[config.mk]
export PLATFORM = sky130hd
export DESIGN_NAME = clock_ctrl_fsm
export DESIGN_NICKNAME = d
export VERILOG_FILES = /design/src/rtl/clock_ctrl_fsm.sv
export SDC_FILE = /design/constraint.sdc
export NUM_CORES = 1
export LEC_CHECK = 0
export CORE_MARGIN = 3
export CORE_UTILIZATION = 55
export DETAILED_ROUTE_END_ITERATION = 7
export GPL_TIMING_DRIVEN = 0
export PLACE_DENSITY = 0.84
export SLEW_MARGIN = 20
export SYNTH_ARGS = -nofsm -noshare
export SYNTH_HDL_FRONTEND = slang
export SYNTH_SLANG_ARGS = --single-unit
[constraint.sdc]
create_clock -name clk -period 1.9 [get_ports clk]
set_clock_uncertainty 0.05 [all_clocks]
set_input_delay 0.38 -clock clk [delete_from_list [all_inputs] [get_ports clk]]
set_output_delay 0.38 -clock clk [all_outputs]
set_load 0.02 [all_outputs]
[src/rtl/clock_ctrl_fsm.sv]
// Front-panel controller: key synchronise/debounce plus RUN/SET_TIME/SET_DATE mode FSM.
// Optional add-key auto-repeat is built when KEY_AUTO_REPEAT_EN is defined.
module clock_ctrl_fsm #(
  parameter int unsigned DEBOUNCE_CYC = 4,
  parameter int unsigned TIMEOUT_CYC  = 64
`ifdef KEY_AUTO_REPEAT_EN
  ,
  parameter int unsigned REPEAT_DELAY = 16,
  parameter int unsigned REPEAT_RATE  = 4
`endif
) (
  input  logic       clk,
  input  logic       rst_n,
  input  logic       key_mode,
  input  logic       key_shift,
  input  logic       key_add,
  output logic       set_time_en,
  output logic       set_date_en,
  output logic       set_time_shift,
  output logic       set_time_add,
  output logic [1:0] mode_state
);

  localparam int unsigned DW     = $clog2(DEBOUNCE_CYC + 1);
  localparam int unsigned TW     = $clog2(TIMEOUT_CYC + 1);
  localparam int unsigned K_MODE  = 0;
  localparam int unsigned K_SHIFT = 1;
  localparam int unsigned K_ADD   = 2;

  typedef enum logic [1:0] {
    RUN      = 2'd0,
    SET_TIME = 2'd1,
    SET_DATE = 2'd2
  } mode_t;

  logic [2:0]    raw, sync1, sync2, lvl, flip, press;
  logic [DW-1:0] db_cnt [3];

  mode_t         state, state_nxt;
  logic [TW-1:0] to_cnt;
  logic          in_set, timeout, fwd, add_go, shift_go, rpt_fire;

  assign raw = {key_add, key_shift, key_mode};

  always_ff @(posedge clk or negedge rst_n) begin
    if (!rst_n) begin
      sync1 <= '0;
      sync2 <= '0;
      lvl   <= '0;
      for (int unsigned i = 0; i < 3; i++) db_cnt[i] <= '0;
    end else begin
      sync1 <= raw;
      sync2 <= sync1;
      for (int unsigned i = 0; i < 3; i++) begin
        if (sync2[i] != lvl[i]) begin
          if (db_cnt[i] == DW'(DEBOUNCE_CYC)) begin
            lvl[i]    <= sync2[i];
            db_cnt[i] <= '0;
          end else begin
            db_cnt[i] <= db_cnt[i] + 1'b1;
          end
        end else begin
          db_cnt[i] <= '0;
        end
      end
    end
  end

  // flip is the cycle the debounced level changes; a rising flip is a press event
  always_comb begin
    flip = '0;
    for (int unsigned i = 0; i < 3; i++)
      flip[i] = (sync2[i] != lvl[i]) && (db_cnt[i] == DW'(DEBOUNCE_CYC));
    press = flip & sync2;
  end

`ifdef KEY_AUTO_REPEAT_EN
  localparam int unsigned RMAX = (REPEAT_DELAY > REPEAT_RATE) ? REPEAT_DELAY : REPEAT_RATE;
  localparam int unsigned RW   = $clog2(RMAX + 1);

  logic [RW-1:0] rpt_cnt;
  logic          rpt_on, rpt_phase;

  always_comb begin
    rpt_fire = rpt_on && in_set && lvl[K_ADD] && !flip[K_ADD] && !press[K_MODE] &&
               (rpt_cnt == (rpt_phase ? RW'(REPEAT_RATE - 1) : RW'(REPEAT_DELAY - 1)));
  end

  always_ff @(posedge clk or negedge rst_n) begin
    if (!rst_n) begin
      rpt_on    <= 1'b0;
      rpt_phase <= 1'b0;
      rpt_cnt   <= '0;
    end else if (press[K_ADD] && in_set && !press[K_MODE]) begin
      rpt_on    <= 1'b1;
      rpt_phase <= 1'b0;
      rpt_cnt   <= '0;
    end else if (rpt_on) begin
      if (!in_set || !lvl[K_ADD] || flip[K_ADD] || press[K_MODE] || state_nxt == RUN) begin
        rpt_on    <= 1'b0;
        rpt_phase <= 1'b0;
        rpt_cnt   <= '0;
      end else if (rpt_fire) begin
        rpt_phase <= 1'b1;
        rpt_cnt   <= '0;
      end else if (rpt_cnt != RW'(RMAX)) begin
        rpt_cnt <= rpt_cnt + 1'b1;
      end
    end
  end
`else
  assign rpt_fire = 1'b0;
`endif

  // mode beats add/shift; any key activity in the expiring cycle defers the timeout
  always_comb begin
    in_set    = (state != RUN);
    timeout   = in_set && (to_cnt == TW'(TIMEOUT_CYC - 1)) && !(|press) && !rpt_fire;
    state_nxt = state;
    if (press[K_MODE]) begin
      case (state)
        RUN:      state_nxt = SET_TIME;
        SET_TIME: state_nxt = SET_DATE;
        default:  state_nxt = RUN;
      endcase
    end else if (timeout) begin
      state_nxt = RUN;
    end
    fwd      = in_set && !press[K_MODE];
    add_go   = fwd && (press[K_ADD] || rpt_fire);
    shift_go = fwd && press[K_SHIFT];
  end

  always_ff @(posedge clk or negedge rst_n) begin
    if (!rst_n) begin
      state          <= RUN;
      to_cnt         <= '0;
      mode_state     <= '0;
      set_time_en    <= 1'b0;
      set_date_en    <= 1'b0;
      set_time_add   <= 1'b0;
      set_time_shift <= 1'b0;
    end else begin
      state          <= state_nxt;
      mode_state     <= state_nxt;
      set_time_en    <= (state_nxt == SET_TIME);
      set_date_en    <= (state_nxt == SET_DATE);
      set_time_add   <= add_go;
      set_time_shift <= shift_go;
      if (state_nxt != state || state_nxt == RUN || |press || rpt_fire)
        to_cnt <= '0;
      else if (to_cnt != TW'(TIMEOUT_CYC - 1))
        to_cnt <= to_cnt + 1'b1;
    end
  end

endmodule

==> images/flops_by_reg.png <==
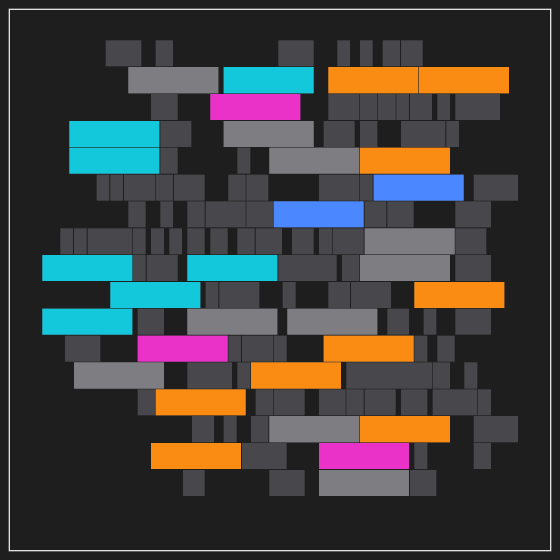
Key: orange = db_cnt [placed flops 9]; magenta = sync2 [placed flops 3]; blue = state [placed flops 2]; cyan = to_cnt [placed flops 7, where left middle]

==> images/sizes.png <==
Bar = 20 um.
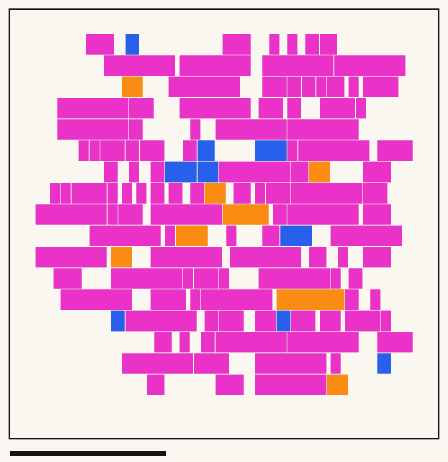
Key: orange = _3 and _4 cells [cells 8, share 6.2%, most used clkbuf_4]; magenta = _0 and _1 cells [cells 112, share 87%, most used dfrtp_1]; blue = _2 cells [cells 9, share 7.0%]

==> images/clocks.png <==
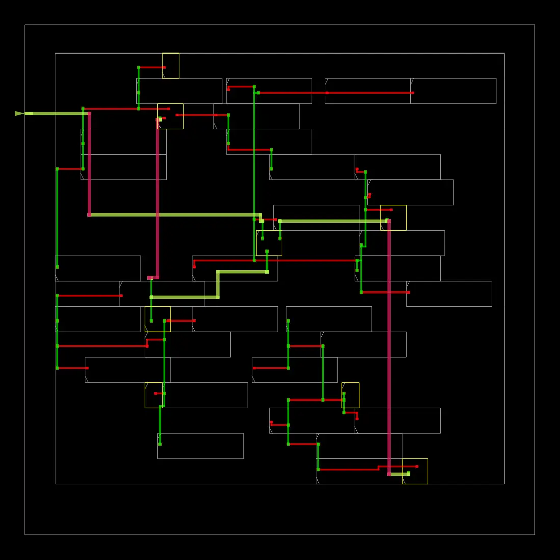
P_clk: 0.000355 W
Late-Pin Clk Latency: 0.33 ns

==> images/logic_types.png <==
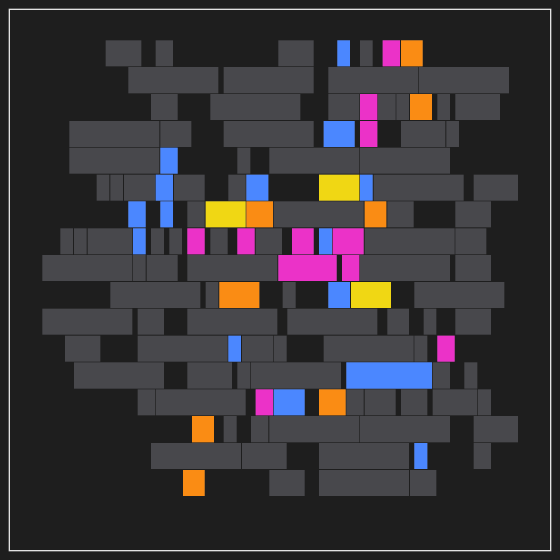
Key: yellow = multiplexers [cells 3]; magenta = inverting AOI/OAI gates [cells 11]; orange = AND and OR gates [cells 8]; blue = NAND gates [cells 15]

==> images/clk_routes.png <==
Bar = 20 um.
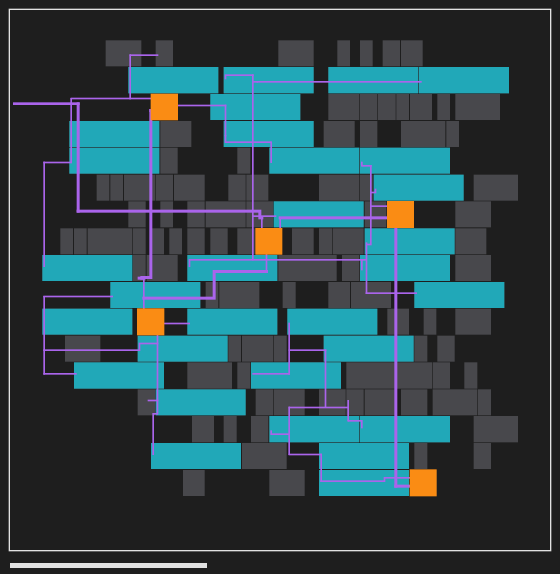
Key: purple = clock wires [length 359 um]; orange = clock drivers [count 5]; cyan = flip-flops [count 31]
There are 6 routed clock nets.

==> deck_impl_summary.md <==
Run Summary

Synthesis
  • Area share, top type: 59.4%
  • Primary FF master, synth: dfrtp_1
  • Number of enable flip-flop cells: 0
  • Post-synth area hogs: dfrtp_1 (59%), ha_1 (6.7%), xnor2_1 (3.4%)
  • Simple Share, Synth: 18.2%
  • Post-synthesis cell area: 1310 um^2
  • Syn_area_per_cell: 11.8 um^2
  • Post-Syn Instances: 111
  • # Cells Yosys: 111
  • Synth unique cells: 26
  • XOR Share, Synth: 4.70%
  • Yosys warning tally: 0

Power
  • Combinational power: 0.000623 W
  • P_leak: 0.710 nW
  • Share of power burned in combinational logic: 32.5%
  • Clock Power Share: 18.5%
  • Top Consumer: registers
  • Final Power: 0.00191 W
  • Maximum vdd drop: 0.000825 V

Floorplan
  • Ports: 11
  • Die area: 2990 um^2
  • Core area: 2230 um^2
  • Init Core Util: 58.4%
  • Die Ht: 54.7 um
  • # rows: 17

Setup path
  • CP Buf/Inv Count: 1
  • Slowest CP cell: clkdlybuf4s50_1
  • Arrival time at the worst endpoint: 1.26 ns
  • Critical path's top delay family: buffers and inverters
  • Setup crit end: set_date_en
  • Critical Path Source Type: register
  • CP endpoint kind: primary output
  • Crit-path max cell delay: 0.59 ns
  • Reg-to-reg setup timing slack: 0.34 ns
  • CP Class: register to primary output
  • Reg2reg path depth: 6
  • Critical Path RT: 1.47 ns

Final timing
  • Tightest Pin Transition: 0.653 ns
  • Peak Freq: 591 MHz
  • Final setup vio count: 0
  • Setup ws final: 0.207 ns
  • Hold slack: 0.0115 ns
  • RSZ-0062 raised after global routing: false

Finish
  • Flop share of the area: 52.1%
  • Logic share of the area: 33.0%
  • Max reg flops: 9
  • Inverters: 10
  • Finished layout cell area: 1490 um^2
  • Clk_buf instances: 5
  • Signal buffers: 10
  • Area growth from synthesis to layout: 14.1%
  • Nets: 140
  • Top reg by flops: db_cnt
  • # fillers: 176

Clock network
  • Setup bufs post-CTS: 0
  • CTS tree: done
  • H-tree Lvls: 2
  • Longest Clk Path Bufs: 2
  • CTS sink cnt: 31
  • Post-CTS Resized: 1
  • Clock-pin slew on the worst setup and hold paths: 0.11 ns
  • Hold_buf cts: 0

Placement
  • Port Buf Inserts: 10
  • HPWL Detailed: 1.43 mm
  • Dpl cell area: 1440 um^2
  • Routability Congestion: 0.636

Global routing
  • Global Route Usage Sum: 16.0%
  • Number of global-route vias before repair: 733
  • M1 GR Usage: 17.6%
  • Pin count of the biggest net entering global routing: 32

Drt
  • Via-to-Cell Ratio: 5.19
  • Met2 wire length: 960 um
  • Starting DRT DRC Count: 7
  • Routed Antenna Nets: 0
  • Total number of vias: 815
  • Wl on met1: 837 um
  • DRC violations left: 0

Run status
  • Status: completed

Run
  • OpenROAD warnings: 29
No activity file was given, so power comes from the tool's default toggle rates.
